File: config.mk
export PLATFORM = sky130hd
export DESIGN_NAME = bmf_h_stream_decoder_flat
export DESIGN_NICKNAME = d
export VERILOG_FILES = /design/src/rtl/bmf_h_stream_decoder_pkg.sv /design/src/rtl/bmf_h_stream_decoder_if.sv /design/src/rtl/bmf_h_stream_decoder_pipe_stage.sv /design/src/rtl/bmf_h_stream_decoder.sv /design/src/flat_wrapper.sv
export SDC_FILE = /design/constraint.sdc
export NUM_CORES = 1
export LEC_CHECK = 0
export CORE_AREA = 4 4 82 161
export DETAILED_ROUTE_END_ITERATION = 16
export DIE_AREA = 0 0 86 165
export PLACE_DENSITY = 0.54
export SETUP_SLACK_MARGIN = 0.3
export SYNTH_ARGS = -nofsm -noshare
export SYNTH_HDL_FRONTEND = slang
export SYNTH_SLANG_ARGS = --single-unit
File: constraint.sdc
create_clock -name clk -period 6.82 [get_ports clk]
set_clock_uncertainty 0.15 [all_clocks]
set_input_delay 2.046 -clock clk [delete_from_list [all_inputs] [get_ports clk]]
set_output_delay 2.046 -clock clk [all_outputs]
set_load 0.05 [all_outputs]
File: src/rtl/bmf_h_stream_decoder_pkg.sv
// Shared types, default sizes and decode helpers for the BMF H-side stream decoder.
package bmf_h_stream_decoder_pkg;

    typedef enum logic [1:0] {
        IDLE  = 2'd0,
        LOAD  = 2'd1,
        RUN   = 2'd2,
        DRAIN = 2'd3
    } state_t;

    localparam int BMF_K     = 4;
    localparam int BMF_M     = 5;
    localparam int BMF_ERR_W = 16;

    // Helpers work on fixed maximum widths; callers zero-pad and truncate.
    localparam int BMF_K_MAX = 16;
    localparam int BMF_M_MAX = 32;
    localparam int BMF_PC_W  = $clog2(BMF_M_MAX + 1);

    // out[j] = OR_i (k[i] & H[i][j]) -- pure AND/OR, no arithmetic.
    function automatic logic [BMF_M_MAX-1:0] bmf_decode(
        input logic [BMF_K_MAX-1:0]                k,
        input logic [BMF_K_MAX-1:0][BMF_M_MAX-1:0] h
    );
        logic [BMF_M_MAX-1:0] o;
        o = '0;
        for (int j = 0; j < BMF_M_MAX; j++) begin
            for (int i = 0; i < BMF_K_MAX; i++) begin
                o[j] = o[j] | (k[i] & h[i][j]);
            end
        end
        return o;
    endfunction

    function automatic logic [BMF_PC_W-1:0] bmf_popcount(input logic [BMF_M_MAX-1:0] v);
        logic [BMF_PC_W-1:0] c;
        c = '0;
        for (int i = 0; i < BMF_M_MAX; i++) begin
            c = c + BMF_PC_W'(v[i]);
        end
        return c;
    endfunction

endpackage

File: src/rtl/bmf_h_stream_decoder_if.sv
// Configuration, latent-input and reconstructed-output bundle of the decoder.
// Handshake rule for both streams: a word transfers on a rising clock edge where
// valid && ready are both high; the producer holds valid and data stable until then,
// and valid never depends on ready.
interface bmf_h_stream_decoder_if
    import bmf_h_stream_decoder_pkg::*;
#(
    parameter int K     = BMF_K,
    parameter int M     = BMF_M,
    parameter int ERR_W = BMF_ERR_W
);
    localparam int ROW_W = (K > 1) ? $clog2(K) : 1;

    logic             cfg_we;
    logic [ROW_W-1:0] cfg_row;
    logic [M-1:0]     cfg_data;
    logic             cfg_commit;
    logic             cfg_busy;
    logic             in_valid;
    logic             in_ready;
    logic [K-1:0]     in_k;
    logic [M-1:0]     in_exact;
    logic             out_valid;
    logic             out_ready;
    logic [M-1:0]     out_data;
    logic [ERR_W-1:0] err_bits;

    modport master (
        output cfg_we, cfg_row, cfg_data, cfg_commit, in_valid, in_k, in_exact, out_ready,
        input  cfg_busy, in_ready, out_valid, out_data, err_bits
    );

    modport slave (
        input  cfg_we, cfg_row, cfg_data, cfg_commit, in_valid, in_k, in_exact, out_ready,
        output cfg_busy, in_ready, out_valid, out_data, err_bits
    );
endinterface

File: src/rtl/bmf_h_stream_decoder_pipe_stage.sv
// One-entry valid/ready register slice. Accepts a new word whenever it is empty
// or its current word leaves in the same cycle, giving full throughput.
module bmf_h_stream_decoder_pipe_stage #(
    parameter int W = 8
) (
    input  logic         clk,
    input  logic         rst_n,
    input  logic         in_valid,
    output logic         in_ready,
    input  logic [W-1:0] in_data,
    output logic         out_valid,
    input  logic         out_ready,
    output logic [W-1:0] out_data
);
    logic         valid_q;
    logic [W-1:0] data_q;

    assign in_ready  = !valid_q || out_ready;
    assign out_valid = valid_q;
    assign out_data  = data_q;

    // Load or hold the slice; data only changes when a new word is taken.
    always_ff @(posedge clk or negedge rst_n) begin
        if (!rst_n) begin
            valid_q <= 1'b0;
            data_q  <= '0;
        end else if (in_ready) begin
            valid_q <= in_valid;
            if (in_valid) begin
                data_q <= in_data;
            end
        end
    end
endmodule

File: src/rtl/bmf_h_stream_decoder.sv
// Streaming BMF decompressor: out = OR of the active-basis rows selected by k,
// with a double-buffered H basis, a two-stage pipeline and Hamming-error accounting.
module bmf_h_stream_decoder
    import bmf_h_stream_decoder_pkg::*;
#(
    parameter int K     = BMF_K,
    parameter int M     = BMF_M,
    parameter int ERR_W = BMF_ERR_W
) (
    input  logic                 clk,
    input  logic                 rst_n,
    bmf_h_stream_decoder_if.slave bus,
    output state_t               dbg_state
);
    localparam int ROW_W = (K > 1) ? $clog2(K) : 1;
    localparam int PC_W  = $clog2(M + 1);
    localparam int SUM_W = ERR_W + 1;

    state_t state, state_nxt;

    logic [K-1:0][M-1:0]                shadow_h;
    logic [K-1:0][M-1:0]                active_h;
    logic [BMF_K_MAX-1:0][BMF_M_MAX-1:0] h_pad;

    logic             s1_in_valid, s1_in_ready, s1_valid;
    logic [K+M-1:0]   s1_data;
    logic [K-1:0]     s1_k;
    logic [M-1:0]     s1_exact;
    logic [M-1:0]     dec;
    logic             s2_in_ready, s2_valid;
    logic [2*M-1:0]   s2_data;
    logic [M-1:0]     exact_s2;
    logic             pipe_empty;

    logic [ERR_W-1:0] err_q;
    logic [PC_W-1:0]  err_pc;
    logic [SUM_W-1:0] err_sum;

    assign dbg_state  = state;
    assign pipe_empty = !s1_valid && !s2_valid;

    // State register.
    always_ff @(posedge clk or negedge rst_n) begin
        if (!rst_n) begin
            state <= IDLE;
        end else begin
            state <= state_nxt;
        end
    end

    // Next state: a commit always drains in-flight words before the basis swap.
    always_comb begin
        state_nxt = state;
        case (state)
            IDLE:    if (bus.cfg_commit) state_nxt = LOAD;
            LOAD:    state_nxt = RUN;
            RUN:     if (bus.cfg_commit) state_nxt = DRAIN;
            DRAIN:   if (pipe_empty) state_nxt = LOAD;
            default: state_nxt = IDLE;
        endcase
    end

    assign bus.cfg_busy = (state == DRAIN) || (state == LOAD);
    assign s1_in_valid  = bus.in_valid && (state == RUN);
    assign bus.in_ready = (state == RUN) && s1_in_ready;

    // Shadow rows are writable in every state; the active bank copies the shadow only in LOAD.
    always_ff @(posedge clk or negedge rst_n) begin
        if (!rst_n) begin
            shadow_h <= '0;
            active_h <= '0;
        end else begin
            for (int i = 0; i < K; i++) begin
                if (bus.cfg_we && (bus.cfg_row == ROW_W'(i))) begin
                    shadow_h[i] <= bus.cfg_data;
                end
            end
            if (state == LOAD) begin
                active_h <= shadow_h;
            end
        end
    end

    // Zero-pad the active basis to the helper's fixed width.
    always_comb begin
        h_pad = '0;
        for (int i = 0; i < K; i++) begin
            h_pad[i] = BMF_M_MAX'(active_h[i]);
        end
    end

    bmf_h_stream_decoder_pipe_stage #(.W(K + M)) u_s1 (
        .clk       (clk),
        .rst_n     (rst_n),
        .in_valid  (s1_in_valid),
        .in_ready  (s1_in_ready),
        .in_data   ({bus.in_k, bus.in_exact}),
        .out_valid (s1_valid),
        .out_ready (s2_in_ready),
        .out_data  (s1_data)
    );

    assign s1_k     = s1_data[K+M-1:M];
    assign s1_exact = s1_data[M-1:0];
    // Decoded on the S1->S2 transfer, so the word is bound to the basis active at that moment.
    assign dec      = M'(bmf_decode(BMF_K_MAX'(s1_k), h_pad));

    bmf_h_stream_decoder_pipe_stage #(.W(2 * M)) u_s2 (
        .clk       (clk),
        .rst_n     (rst_n),
        .in_valid  (s1_valid),
        .in_ready  (s2_in_ready),
        .in_data   ({dec, s1_exact}),
        .out_valid (s2_valid),
        .out_ready (bus.out_ready),
        .out_data  (s2_data)
    );

    assign bus.out_valid = s2_valid;
    assign bus.out_data  = s2_data[2*M-1:M];
    assign exact_s2      = s2_data[M-1:0];

    assign err_pc  = PC_W'(bmf_popcount(BMF_M_MAX'(bus.out_data ^ exact_s2)));
    assign err_sum = SUM_W'(err_q) + SUM_W'(err_pc);

    // Saturating accumulation of bit errors over delivered words.
    always_ff @(posedge clk or negedge rst_n) begin
        if (!rst_n) begin
            err_q <= '0;
        end else if (bus.out_valid && bus.out_ready) begin
            err_q <= err_sum[ERR_W] ? {ERR_W{1'b1}} : err_sum[ERR_W-1:0];
        end
    end

    assign bus.err_bits = err_q;
endmodule

File: src/flat_wrapper.sv
// flat-port wrapper written by rule: the top's interface ports become plain ports
module bmf_h_stream_decoder_flat import bmf_h_stream_decoder_pkg::*;
#(
    parameter int K     = BMF_K,
    parameter int M     = BMF_M,
    parameter int ERR_W = BMF_ERR_W
)
  (clk, rst_n, dbg_state, bus_cfg_we, bus_cfg_row, bus_cfg_data, bus_cfg_commit, bus_in_valid, bus_in_k, bus_in_exact, bus_out_ready, bus_cfg_busy, bus_in_ready, bus_out_valid, bus_out_data, bus_err_bits);
  bmf_h_stream_decoder_if #(.K(K), .M(M), .ERR_W(ERR_W)) bus_i ();
  input  logic clk;
  input  logic rst_n;
  output state_t dbg_state;
  input wire logic [$bits(bus_i.cfg_we)-1:0] bus_cfg_we;
  input wire logic [$bits(bus_i.cfg_row)-1:0] bus_cfg_row;
  input wire logic [$bits(bus_i.cfg_data)-1:0] bus_cfg_data;
  input wire logic [$bits(bus_i.cfg_commit)-1:0] bus_cfg_commit;
  input wire logic [$bits(bus_i.in_valid)-1:0] bus_in_valid;
  input wire logic [$bits(bus_i.in_k)-1:0] bus_in_k;
  input wire logic [$bits(bus_i.in_exact)-1:0] bus_in_exact;
  input wire logic [$bits(bus_i.out_ready)-1:0] bus_out_ready;
  output wire logic [$bits(bus_i.cfg_busy)-1:0] bus_cfg_busy;
  output wire logic [$bits(bus_i.in_ready)-1:0] bus_in_ready;
  output wire logic [$bits(bus_i.out_valid)-1:0] bus_out_valid;
  output wire logic [$bits(bus_i.out_data)-1:0] bus_out_data;
  output wire logic [$bits(bus_i.err_bits)-1:0] bus_err_bits;
  assign bus_i.cfg_we = bus_cfg_we;
  assign bus_i.cfg_row = bus_cfg_row;
  assign bus_i.cfg_data = bus_cfg_data;
  assign bus_i.cfg_commit = bus_cfg_commit;
  assign bus_i.in_valid = bus_in_valid;
  assign bus_i.in_k = bus_in_k;
  assign bus_i.in_exact = bus_in_exact;
  assign bus_i.out_ready = bus_out_ready;
  assign bus_cfg_busy = bus_i.cfg_busy;
  assign bus_in_ready = bus_i.in_ready;
  assign bus_out_valid = bus_i.out_valid;
  assign bus_out_data = bus_i.out_data;
  assign bus_err_bits = bus_i.err_bits;
  bmf_h_stream_decoder #(.K(K), .M(M), .ERR_W(ERR_W)) u_core (.clk(clk), .rst_n(rst_n), .bus(bus_i), .dbg_state(dbg_state));
endmodule
==> flow_summary.ini, run 1 <==
; implementation run metrics
[critical_path]
r2r.worst_path.cells = 12
cp_data_arrival_time_ns = 3.68
crit_path_max_fanout = 5
cp_cell_sequence = clkdlybuf4s50_1 > nand3b_1 > and2_1 > clkdlybuf4s50_1
worst_setup_path_end_kind = primary output
cp_data_required_time_ns = 4.62
register_to_register_setup_slack_ns = 3.00
cpMostUsedCell = sky130_fd_sc_hd__clkdlybuf4s50_1

[synthesis]
numSynthFlops = 79
yosys_most_used_dff = sky130_fd_sc_hd__dfrtp_1
ys_async_sr_fraction_pct = 100.0
synth_chip_area_sq_um = 3552
yosys_warnings = 0
synthesis.area_sq_um = 3552
ys_types = 39
synth_area_per_cell_sq_um = 12.82
synthTopCellsByCount = sky130_fd_sc_hd__dfrtp_1, sky130_fd_sc_hd__mux2_2, sky130_fd_sc_hd__nand2_1, sky130_fd_sc_hd__nand3_1, sky130_fd_sc_hd__o21ai_0
post_synth_inst_count = 277
synth.largest_area_cell = sky130_fd_sc_hd__dfrtp_1
fp_nets = 311
edf_count = 0

[pwr]
irDropWorstVdd_uv = 372.2
p_per_area_nw_per_um2 = 525.2

[placed_design]
place.gp.congestion = 0.8001
place_ws_ns = 0.9506
io_buffer_count = 47
dp.cells = 460
dpl.hpwl_microns = 5718

[timing]
worst_slack_ns = 0.9424
worst-slew-pin-transition_ns = 0.9967
grt_setup_unrepaired = no
slew_viol_final = 0
finalSetupViolations = 0

[clock_tree]
clock.latency.late_pin_ns = 0.34
sinks_on_the_clock_net = 79
cts_made_buffers = 9
clk_pin_slew_ns = 0.06
tritoncts_clock_tree = yes
ctsRootBufferMaster = sky130_fd_sc_hd__clkbuf_16
htreeDepth = 3
cts_resized = 0
cts_setup_buffers = 0
postCtsHoldBufs = 0

[detailed_routing]
drt_drc_violations_left = 0
drt_iter0_drc = 96
route.antenna.remaining_nets = 0
detail_route.wirelength_microns = 7633
detail_route.wl_per_cell_microns = 16.04
viasPerCell = 4.807

[global_route]
global_route.overflow_total = 0
grt_first_pass_wirelength_microns = 12610
antenna_found_initial = 0
grt_pass1_vias = 2371

[floorplan]
chip_width_microns = 86
initial_utilization_pct = 29.47
dieHeight_microns = 165
core_sq_um = 12050

[job]
timing.max_cap.violations = 0
openroad_warnings = 30

[cells_and_area]
diodes = 0
filler_cell_count = 1192
fin_cells = 476
drive_above_1_share_pct = 22.80

[hold_path]
worst_hold_path_type = register to register
worstHoldPathCells = 1

[outcome]
run_status = finished, final reports clean
[run 1: layout make-up]
type,count,area (sq um),share of cell area (%)
multi-input cells,176,1470,33.02
inverters,11,41.29,0.9275
repair buffers,47,467.9,10.51
clock buffers,9,225.2,5.059
well taps,147,183.9,4.132
clock inverters,7,86.33,1.939
flip-flops and latches,79,1977,44.41
[run 1: final timing paths]
path,startpoint,to
max reg2reg,u_core.u_s2.out_data[5]$_DFFE_PN0P_,u_core.bus.err_bits[11]$_DFFE_PN0P_
max,bus_out_ready,bus_in_ready
min in group asynchronous,rst_n,u_core.bus.err_bits[7]$_DFFE_PN0P_
max in group asynchronous,rst_n,u_core.u_s2.out_data[9]$_DFFE_PN0P_
min reg2reg,u_core.shadow_h[10]$_DFFE_PN0P_,u_core.shadow_h[10]$_DFFE_PN0P_
min,u_core.shadow_h[10]$_DFFE_PN0P_,u_core.shadow_h[10]$_DFFE_PN0P_
[run 1: power breakdown]
group          internal, uW  switching [uW]
combinational           471             589
clock                   292             209
sequential              638             138
[run 1: flip-flops by register name, indices dropped and copies added (netlist names)]
signal,flops
u_core.shadow_h,20
u_core.dbg_state,2
u_core.bus.err_bits,16
u_core.u_s2.out_valid,1
u_core.active_h,20
u_core.u_s1.out_data,9
u_core.u_s2.out_data,10
u_core.u_s1.out_valid,1
[run 1: critical path: cells and delay by family]
family        cells  cell delay [ns]
buf+inv           2             1.34
simple gates      2             0.29
[run 1: cells by family after synthesis]
| logic type | after synthesis | synth area share (%) |
|---|---|---|
| AOI/OAI and AO/OA | 35 | 6.903 |
| xor gates and xnor gates | 11 | 2.712 |
| adders and majority gates | 12 | 4.861 |
| buffers and inverters | 22 | 2.959 |
| DFF | 79 | 55.65 |
| muxes | 56 | 17.75 |
| and+or+nand+nor | 62 | 9.159 |
[run 1: cell usage in the layout (no fill, tap or decap), drive strengths merged, types with 2 or more instances in the layout]
cell | Yosys | layout
or3 | 6 | 6
o31ai | 2 | 2
clkdlybuf4s50 | 0 | 46
nand3b | 3 | 3
dfrtp | 79 | 79
o211ai | 3 | 3
nand2b | 3 | 3
clkbuf | 4 | 9
o21ai | 13 | 13
a22o | 5 | 5
a21oi | 3 | 3
inv | 11 | 15
and4 | 2 | 2
xnor2 | 6 | 6
ha | 9 | 9
nand3 | 13 | 13
fa | 3 | 3
or4 | 2 | 2
xor2 | 5 | 5
nand2 | 18 | 18
a221oi | 5 | 5
and2 | 3 | 3
nor2 | 5 | 5
mux2 | 56 | 56
[run 1: routing by layer]
| layer | global-route usage (%) | part of all wire (%) |
|---|---|---|
| met1 | 12.69 | 36 |
| met2 | 20.91 | 56 |
| met3 | 3.295 | 4.6 |
| met4 | 6.268 | 3.3 |
| met5 | 0 | 0 |
[run 1: metrics by stage]
step / hold WS [ns] / area [sq um] / power (uW) / utilization [%]
final: 0.3508 / 4452 / 2338 / 36.94
after global routing: 0.3602 / 4452 / 2531 / 36.94
after CTS: 0.3540 / 4452 / 2386 / 36.94
after detailed placement: 0.3396 / 4140 / 1871 / 34.35
after global placement: 0.3331 / 4140 / 1835 / 34.35
after floorplan: 0.3237 / 3552 / 1560 / -
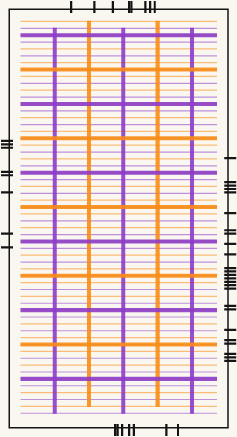
Run 1: floorplan with the power grid
Pins as bars on the die edge.
net	color
VSS	purple
VDD	orange
met1 rails	58
signal pins	48
rows	57
met4 straps	5
met5 straps	11

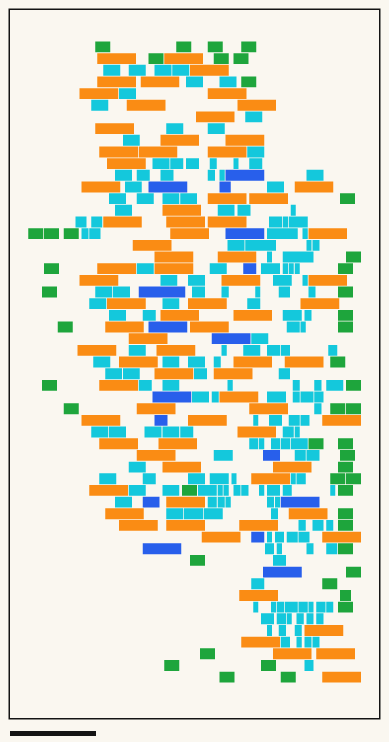
Run 1: cells colored by class
Bar = 20 microns.
class	color	cells	share of their area
remaining logic cells	cyan	187	35%
remaining buffers and delay cells	green	47	11%
clock drivers and dummy loads	blue	16	7.3%
registers	orange	79	46%

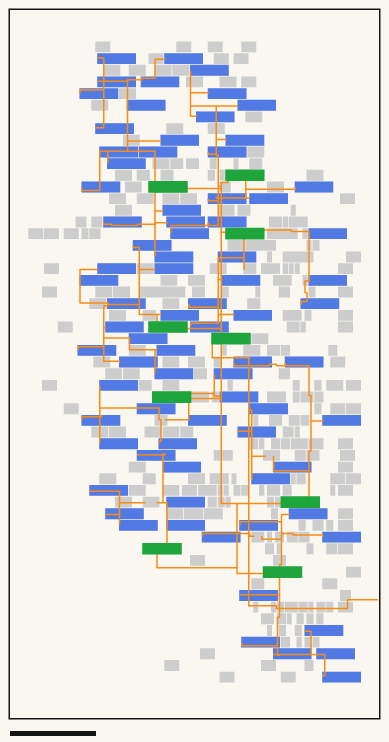
Run 1: clock network drawn from the DEF
Bar = 20 microns.
[flip-flops] blue | count: 79
[clock wires] orange | length: 1070 microns
[clock-net drivers] green | count: 9
routed clock nets	10

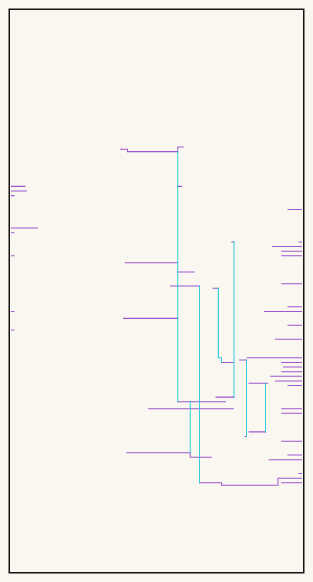
Run 1: routed metal, one color a layer
Only two layers are drawn.
layer	color	wire length
M4	cyan	251 microns
M3	purple	355 microns

==> inputs of run 2 (changes only) <==
SKIP_LAST_GASP = 1   (was default)
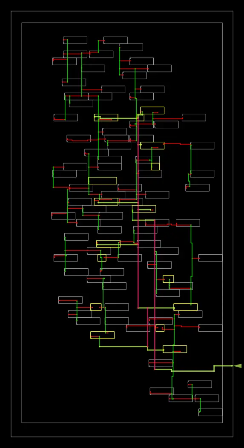
Run 2: clock nets
worst skew pair latency: 0.34 ns
number of buffers created by CTS: 9
sinks on the clock net: 79
sequential cell count: 79
power dissipated in the clock network: 501 uW

==> run 2 against run 1 <==
Effect of this change: non-clock buffer count is the same; global-route usage is the same; die size is the same; register-to-register slack is essentially flat; wire length is the same; largest cell class unchanged; critical endpoint unchanged; hold slack is the same.
==> flow_summary.ini, run 2 <==
; implementation run metrics
[synthesis]
top_area_share_pct = 55.65
numSynthFlops = 79
synthTopCellsByCount = sky130_fd_sc_hd__dfrtp_1, sky130_fd_sc_hd__mux2_2, sky130_fd_sc_hd__nand2_1, sky130_fd_sc_hd__nand3_1, sky130_fd_sc_hd__o21ai_0
post-synth-top-count-cell = sky130_fd_sc_hd__dfrtp_1
synthesis.area_sq_um = 3552
synth_area_per_cell_sq_um = 12.82
yosys_warnings = 0
synth_chip_area_sq_um = 3552
post_synth_inst_count = 277
ys_top_cells_by_area = sky130_fd_sc_hd__dfrtp_1, sky130_fd_sc_hd__mux2_2, sky130_fd_sc_hd__ha_1
yosys_most_used_dff = sky130_fd_sc_hd__dfrtp_1
edf_count = 0
ys_async_sr_fraction_pct = 100.0
ys_seq_share_pct = 55.65
ys_types = 39
fp_nets = 311
synth.largest_area_cell = sky130_fd_sc_hd__dfrtp_1
synth-cells-yosys = 277

[placed_design]
placed_cell_area_sq_um = 4140
place.gp.congestion = 0.8001
dpl.hpwl_microns = 5718
io_buffer_count = 47

[timing]
slew_viol_final = 0
fmax_mhz = 170.1
max_slew_margin_vs_limit_pct = 33.56
finalHoldViolCount = 0
setup-tns-final_ns = 0
grt_setup_unrepaired = no
finalSetupViolations = 0
worst-slew-pin-transition_ns = 0.9967
final.period_utilization_pct = 86.18
crit_path_time_final_ns = 5.878

[critical_path]
register_to_register_setup_slack_ns = 3.00
cp_cell_sequence = clkdlybuf4s50_1 > nand3b_1 > and2_1 > clkdlybuf4s50_1
worstSetupStartpointType = primary input
crit_path_top_delay_cell = sky130_fd_sc_hd__clkdlybuf4s50_1
cpMostUsedCell = sky130_fd_sc_hd__clkdlybuf4s50_1
worst_setup_path_end_kind = primary output
slowest_delay_ns = 0.80
crit_buf_inv = 2
cp_data_required_time_ns = 4.62
crit_type = primary input to primary output
cp_data_arrival_time_ns = 3.68
crit_path_max_fanout = 5
worst_path_dominant_cell_family = buffers and inverters

[floorplan]
dieHeight_microns = 165
boundaryPins = 48
core_sq_um = 12050
chip_width_microns = 86
initial_utilization_pct = 29.47
floorplan.rows = 57
die_area_sq_um = 14190

[cells_and_area]
most_frequent_logic_cell_in_the_layout = sky130_fd_sc_hd__dfrtp_1
area_growth_syn_to_layout_pct = 25.33
sequential_cell_area_sq_um = 1977
drive_above_1_share_pct = 22.80
diodes = 0
final-comb-area_sq_um = 1470
final_cell_mix = sky130_fd_sc_hd__dfrtp_1, sky130_fd_sc_hd__mux2_2, sky130_fd_sc_hd__clkdlybuf4s50_1
filler_cell_count = 1192
post-route-cell-area_sq_um = 4452
layout.nets = 358

[detailed_routing]
drt_drc_violations_left = 0
detail_route.wirelength_microns = 7633
drt_iter0_drc = 96
detailroute.via_count = 2288
detail_route.wl_per_cell_microns = 16.04
firstDrtPassIters = 4
route.antenna.remaining_nets = 0
viasPerCell = 4.807

[pwr]
p_int_uw = 1401
p_per_area_nw_per_um2 = 525.2
leakage_uw = 0.001916
netSwitchingFraction_pct = 40.08
reg_power_share_pct = 33.2
irDropWorstVdd_uv = 372.2
clockPowerShare_pct = 21.4
power.net_switching_uw = 937.2
combPwrFrac_pct = 45.3

[outcome]
run_status = finished, final reports clean

[hold_path]
worst_hold_path_type = register to register

[job]
openroad_warnings = 30
timing.max_cap.violations = 0

[clock_tree]
clk_pin_slew_ns = 0.06
ctsRootBufferMaster = sky130_fd_sc_hd__clkbuf_16
postCtsHoldBufs = 0
clockBufferDepth = 2
cts_setup_buffers = 0
htreeDepth = 3
cts_resized = 0
tritoncts_clock_tree = yes

[global_route]
grt_first_pass_wirelength_microns = 12610
grt_start_max_net_pins = 80
gr-usage-all-layers_pct = 11.89
global_route.overflow_total = 0
grt_pass1_vias = 2371
antenna_found_initial = 0
[run 2: cell counts in the layout (fill, tap and decap cells not counted)]
No cell type changed its count.
[run 2: area by class of cell]
type                            count  share of cell area, %
Inverter                           11                 0.9275
Tap cell                          147                  4.132
Clock buffer                        9                  5.059
Timing Repair Buffer               47                  10.51
Clock inverter                      7                  1.939
Multi-Input combinational cell    176                  33.02
Sequential cell                    79                  44.41
[run 2: per-layer routing]
| metal | vias up | global-route usage, % | routed length (microns) |
|---|---|---|---|
| li1 | 1086 | - | - |
| met1 | 1131 | 12.69 | 2780 |
| met4 | 0 | 6.268 | 251 |
| met2 | 53 | 20.91 | 4246 |
| met5 | - | 0 | 0 |
| met3 | 18 | 3.295 | 354 |
[run 2: logic make-up after synthesis]
kind of cell / count (synthesis) / share of synthesized area [%]
multiplexers: 56 / 17.75
flip-flops: 79 / 55.65
XOR/XNOR: 11 / 2.712
AND/OR/NAND/NOR: 62 / 9.159
adder cells (fa/ha/maj): 12 / 4.861
AND-OR/OR-AND: 35 / 6.903
buffers and inverters: 22 / 2.959
[run 2: per-stage QoR]
stage / setup slack, ns / instances / utilization (%) / hold slack [ns] / power, uW
floorplan: 2.030 / 277 / - / 0.3237 / 1560
global placement: 0.9635 / 460 / 34.35 / 0.3331 / 1835
detailed placement: 0.9506 / 460 / 34.35 / 0.3396 / 1871
CTS: 0.9346 / 476 / 36.94 / 0.3540 / 2386
global route: 0.8402 / 476 / 36.94 / 0.3602 / 2531
finish: 0.9424 / 476 / 36.94 / 0.3508 / 2338
[run 2: final timing paths]
kind / endpoint / cells after the start / start
worst min-delay path: u_core.shadow_h[10]$_DFFE_PN0P_ / 1 / u_core.shadow_h[10]$_DFFE_PN0P_
worst max-delay path: bus_in_ready / 4 / bus_out_ready
worst min register to register: u_core.shadow_h[10]$_DFFE_PN0P_ / 1 / u_core.shadow_h[10]$_DFFE_PN0P_
max in group asynchronous: u_core.u_s2.out_data[9]$_DFFE_PN0P_ / 1 / rst_n
worst max register to register: u_core.bus.err_bits[11]$_DFFE_PN0P_ / 12 / u_core.u_s2.out_data[5]$_DFFE_PN0P_
min in group asynchronous: u_core.bus.err_bits[7]$_DFFE_PN0P_ / 1 / rst_n
[run 2: power groups by stage]
stage / sequential [uW] / clock, uW / combinational (uW)
final: 777 / 501 / 1060
after global routing: 802 / 537 / 1190
after CTS: 782 / 516 / 1090
after detailed placement: 790 / 0 / 1080
after global placement: 784 / 0 / 1050
after floorplan: 820 / 0 / 740
No activity file was given, so power comes from the tool's default toggle rates.
